[src/rtl/adder_subtractor.sv]
// Multi-cycle N-bit two's-complement adder/subtractor: STEP bits per clock, LSB first,
// through a STEP-bit ripple slice, behind a start/done handshake.
module adder_subtractor #(
  parameter int N    = 8,
  parameter int STEP = 2
) (
  input  logic         clk,
  input  logic         rst,
  input  logic [N-1:0] A,
  input  logic [N-1:0] B,
  input  logic         addsub,
  input  logic         start,
  output logic [N-1:0] sum,
  output logic         cout,
  output logic         done,
  output logic [1:0]   o_state
);

  localparam int NSTEPS = N / STEP;
  localparam int CW     = (NSTEPS > 1) ? $clog2(NSTEPS) : 1;

  typedef enum logic [1:0] {
    S_IDLE = 2'd0,
    S_BUSY = 2'd1,
    S_DONE = 2'd2
  } state_t;

  state_t          r_state;
  logic [N-1:0]    r_opa;
  logic [N-1:0]    r_opb;
  logic            r_carry;
  logic [N-1:0]    r_res;
  logic [CW-1:0]   r_cnt;

  logic [STEP-1:0] w_sbits;
  logic            w_slice_cout;
  logic [N-1:0]    w_ins;
  logic [N-1:0]    w_res_next;
  logic            w_last;
  logic            w_accept;

  // Ripple slice over the low STEP bits of the shifting operands.
  always_comb begin : ripple
    logic c;
    c = r_carry;
    w_sbits = '0;
    for (int i = 0; i < STEP; i++) begin
      w_sbits[i] = r_opa[i] ^ r_opb[i] ^ c;
      c          = (r_opa[i] & r_opb[i]) | (c & (r_opa[i] ^ r_opb[i]));
    end
    w_slice_cout = c;
  end

  // New slice bits enter at the MSB end so the LSB-first result lands in place.
  assign w_ins      = N'(w_sbits);
  assign w_res_next = (r_res >> STEP) | (w_ins << (N - STEP));
  assign w_last     = (r_cnt == CW'(NSTEPS - 1));
  assign w_accept   = start && ((r_state == S_IDLE) || (r_state == S_DONE));
  assign o_state    = r_state;

  always_ff @(posedge clk or negedge rst) begin
    if (!rst) begin
      r_state <= S_IDLE;
      r_opa   <= '0;
      r_opb   <= '0;
      r_carry <= 1'b0;
      r_res   <= '0;
      r_cnt   <= '0;
      sum     <= '0;
      cout    <= 1'b0;
      done    <= 1'b0;
    end else begin
      case (r_state)
        S_IDLE, S_DONE: begin
          done <= 1'b0;
          if (w_accept) begin
            r_opa   <= A;
            r_opb   <= addsub ? ~B : B;
            r_carry <= addsub;
            r_res   <= '0;
            r_cnt   <= '0;
            r_state <= S_BUSY;
          end else begin
            r_state <= S_IDLE;
          end
        end
        S_BUSY: begin
          r_res   <= w_res_next;
          r_opa   <= r_opa >> STEP;
          r_opb   <= r_opb >> STEP;
          r_carry <= w_slice_cout;
          r_cnt   <= r_cnt + CW'(1);
          if (w_last) begin
            sum     <= w_res_next;
            cout    <= w_slice_cout;
            done    <= 1'b1;
            r_state <= S_DONE;
          end
        end
        default: begin
          done    <= 1'b0;
          r_state <= S_IDLE;
        end
      endcase
    end
  end

endmodule

[config.mk]
export PLATFORM = sky130hd
export DESIGN_NAME = adder_subtractor
export DESIGN_NICKNAME = d
export VERILOG_FILES = /design/src/rtl/adder_subtractor.sv
export SDC_FILE = /design/constraint.sdc
export NUM_CORES = 1
export LEC_CHECK = 0
export CAP_MARGIN = 20
export CORE_UTILIZATION = 54
export CTS_BUF_LIST = sky130_fd_sc_hd__clkbuf_16
export CTS_CLUSTER_SIZE = 14
export DETAILED_ROUTE_END_ITERATION = 8
export PLACE_DENSITY = 0.84
export SLEW_MARGIN = 20
export SYNTH_ARGS = -nofsm -noshare
export SYNTH_HDL_FRONTEND = slang
export SYNTH_SLANG_ARGS = --single-unit
export TNS_END_PERCENT = 100
[constraint.sdc]
create_clock -name clk -period 4.5 [get_ports clk]
set_clock_uncertainty 0.2 [all_clocks]
set_input_delay 0.9 -clock clk [delete_from_list [all_inputs] [get_ports clk]]
set_output_delay 0.9 -clock clk [all_outputs]
set_load 0.02 [all_outputs]
==> writeup.txt <==
Summing the areas of all xor and xnor instances in the mapped netlist gives 4.50% of the synthesized area. The synthesized-area fraction occupied by adder cells works out to 3.38%. The finished cells cover 2020 um2. Yosys reports the multiplexer fraction of the synthesized area as 4.34%. In the post-synthesis netlist, the biggest area contributors are sky130_fd_sc_hd__dfrtp_1 (58%), sky130_fd_sc_hd__a221o_1 (5.8%), sky130_fd_sc_hd__a22o_1 (5.1%).

The run gives 29.5% for the area growth from synthesis to final layout. The run gives 1510 um as the length of routed met2 wiring. The clock transition time at the flip-flop clock pins of the worst setup and hold paths came out at 50 ps. Via count of the first global-routing pass: 1,091. The effective utilization at floorplan was 56.9%; the post-cts resize count was 0. The critical path is of the input port to flip-flop type. The worst-margin pin slew was 609 ps. The top cell type's share of synthesized area works out to 57.9%. In this run the deepest clock path goes through 2 buffers. The synthesized netlist occupies a cell area of 1560 um2. Areal power density over the cells: 755 nW/um2. The run gives 31 for the count of buffers inserted at the top-level ports. The tree built by TritonCTS fans out to 36 sinks. The post-cts hold-fix buffer tally is 0. Looking at area per cell type in the netlist, the leader is sky130_fd_sc_hd__dfrtp_1. The run finished with clean final reports. The worst setup path is captured at a flip-flop. According to the finish report, the design has a final net count of 177. The combinational family with the most area after synthesis is AND-OR/OR-AND gates. The final max-slew violation count recorded for this run is 0. The number of flip-flops and latches in the synthesized netlist is 36, and the share of synthesized area occupied by flip-flops and latches is 57.9%.

For this sky-water flow run, the detailed-routed wirelength per cell is reported as 16.3 um. The reported leakage power came out at 0.908 nW. The initialized floorplan defines 19 standard-cell rows. The run gives 0 as the remaining number of nets flagged by the antenna check after routing. The logs give 0 for the count of maximum capacitance violations and 0 for the post-CTS setup-driven buffer insertion count. The largest fanout on the critical path was 18; the routed length on met1 was 1270 um.

The root buffer cell was sky130_fd_sc_hd__clkbuf_16. In the synthesized netlist, the number of instances is 124. The logs give 0 for the initial antenna violation count and 37 for the pin count of the biggest net entering global routing.

The iteration tally of the first detailed-router pass came out at 4. CTS built an H-tree with a depth of 2. The run gives 21.6% as the total routing resource utilization after global routing. The library cells used most frequently in the layout, excluding fill and tap cells, are sky130_fd_sc_hd__dfrtp_1 (36), sky130_fd_sc_hd__clkdlybuf4s50_1 (31), sky130_fd_sc_hd__a221o_1 (9), sky130_fd_sc_hd__a22o_1 (9). Total wire length: 3040 um.
==> state kept, by name, indices dropped and copies added (netlist names), 2 cells and up <==
name / count
r_opa: 8
r_cnt: 2
r_res: 6
sum: 8
r_opb: 8
==> critical path, cell delays in order <==
cell and delay (ps):
sky130_fd_sc_hd__clkdlybuf4s50_1 480, sky130_fd_sc_hd__nor2b_2 540, sky130_fd_sc_hd__nor2_4 200, sky130_fd_sc_hd__a221o_1 340
==> cells in the mapped netlist, types with 2 or more instances <==
cell                        number
sky130_fd_sc_hd__dfrtp_1        36
sky130_fd_sc_hd__a221o_1         9
sky130_fd_sc_hd__a22o_1          9
sky130_fd_sc_hd__nand2_1         7
sky130_fd_sc_hd__nor2_1          7
sky130_fd_sc_hd__buf_2           6
sky130_fd_sc_hd__inv_1           6
sky130_fd_sc_hd__xnor2_1         6
sky130_fd_sc_hd__mux2_1          5
sky130_fd_sc_hd__nand3_1         5
sky130_fd_sc_hd__o21ai_1         5
sky130_fd_sc_hd__a22oi_1         4
sky130_fd_sc_hd__buf_6           2
sky130_fd_sc_hd__fa_1            2
sky130_fd_sc_hd__nand2b_1        2
sky130_fd_sc_hd__nor3_1          2
sky130_fd_sc_hd__o2bb2ai_1       2
sky130_fd_sc_hd__xor2_1          2
==> metal layers <==
| layer | vias to the layer above | GRT usage [%] |
|---|---|---|
| met1 | 558 | 27.3 |
| li1 | 502 | - |
| met5 | - | 0 |
| met2 | 43 | 34.3 |
| met4 | 0 | 12.5 |
| met3 | 9 | 4.88 |
==> worst paths after layout <==
path / endpoint / from / cells past startpoint
min reg2reg: sum[0] / sum[0] / 1
max in group asynchronous: sum[6] / rst / 2
max reg2reg: r_opb[1] / o_state[0] / 3
min: sum[0] / sum[0] / 1
min in group asynchronous: done / rst / 2
max: r_opb[1] / start / 4
==> through the flow <==
stage	total power (W)	cells	hold slack, ps	setup slack (ps)
after global routing	0.00161	186	311	1910
after global placement	0.00111	178	271	1780
after floorplan	0.000970	124	254	2590
after CTS	0.00153	186	292	2000
after detailed placement	0.00114	178	281	1720
final	0.00152	186	285	1990
==> cell type report <==
class,instances,area (um2),share of cell area (%)
Clock buffer,5,125,6.21
Sequential cell,36,901,44.7
Timing Repair Buffer,32,318,15.8
Inverter,6,22.5,1.12
Tap cell,31,38.8,1.92
Multi-Input combinational cell,73,573,28.4
Clock inverter,3,37.5,1.86
==> cells by family after synthesis <==
group | Yosys count
AOI/OAI and AO/OA | 29
xor gates and xnor gates | 8
adders and majority gates | 3
buffers and inverters | 15
DFF | 36
muxes | 6
and+or+nand+nor | 27
==> report_power, final <==
| part | switching (W) | internal (W) | leakage [nW] | total, W |
|---|---|---|---|---|
| combinational | 0.000307 | 0.000274 | 0.373 | 0.000580 |
| clock | 0.000124 | 0.000257 | 0.0789 | 0.000381 |
| sequential | 0.0000911 | 0.000469 | 0.456 | 0.000560 |
| total | 0.000521 | 0.00100 | 0.908 | 0.00152 |
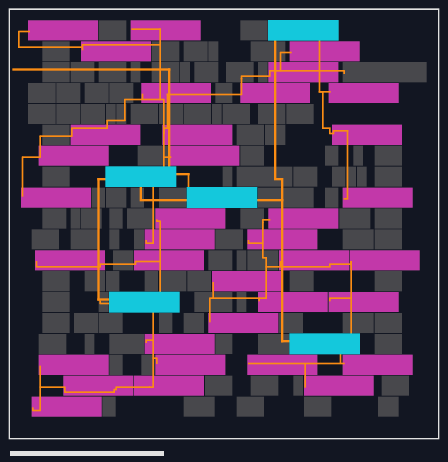
(clock network drawn from the DEF)
Scale bar: 20 um.
- cyan: clock-net drivers (count 5)
- magenta: flip-flops (count 36)
- orange: clock wires (length 420 um)
- routed clock nets: 6
- flops lie: spread over the die

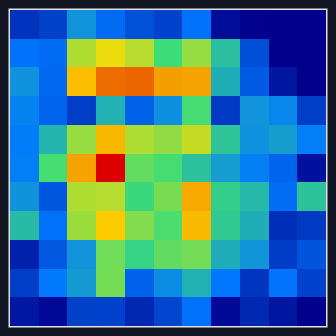
(routed metal per tile)
11 x 11 tiles, from dark blue (low) to red (high), scaled to the fullest tile. Values are wire area over tile area, all layers added.
- fullest tile: 0.46
- mean over tiles: 0.16
- emptiest ninth of the die: upper right
- tiles over half the peak: 27%
- densest ninth of the die: center
- nearly empty tiles: 6.6%

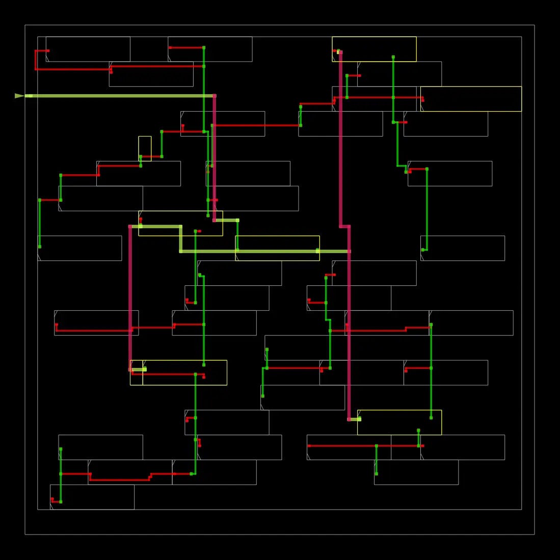
(clock routing)
num sequential: 36
clock group power: 0.000381 W

Power is estimated from default activity; no workload was simulated.
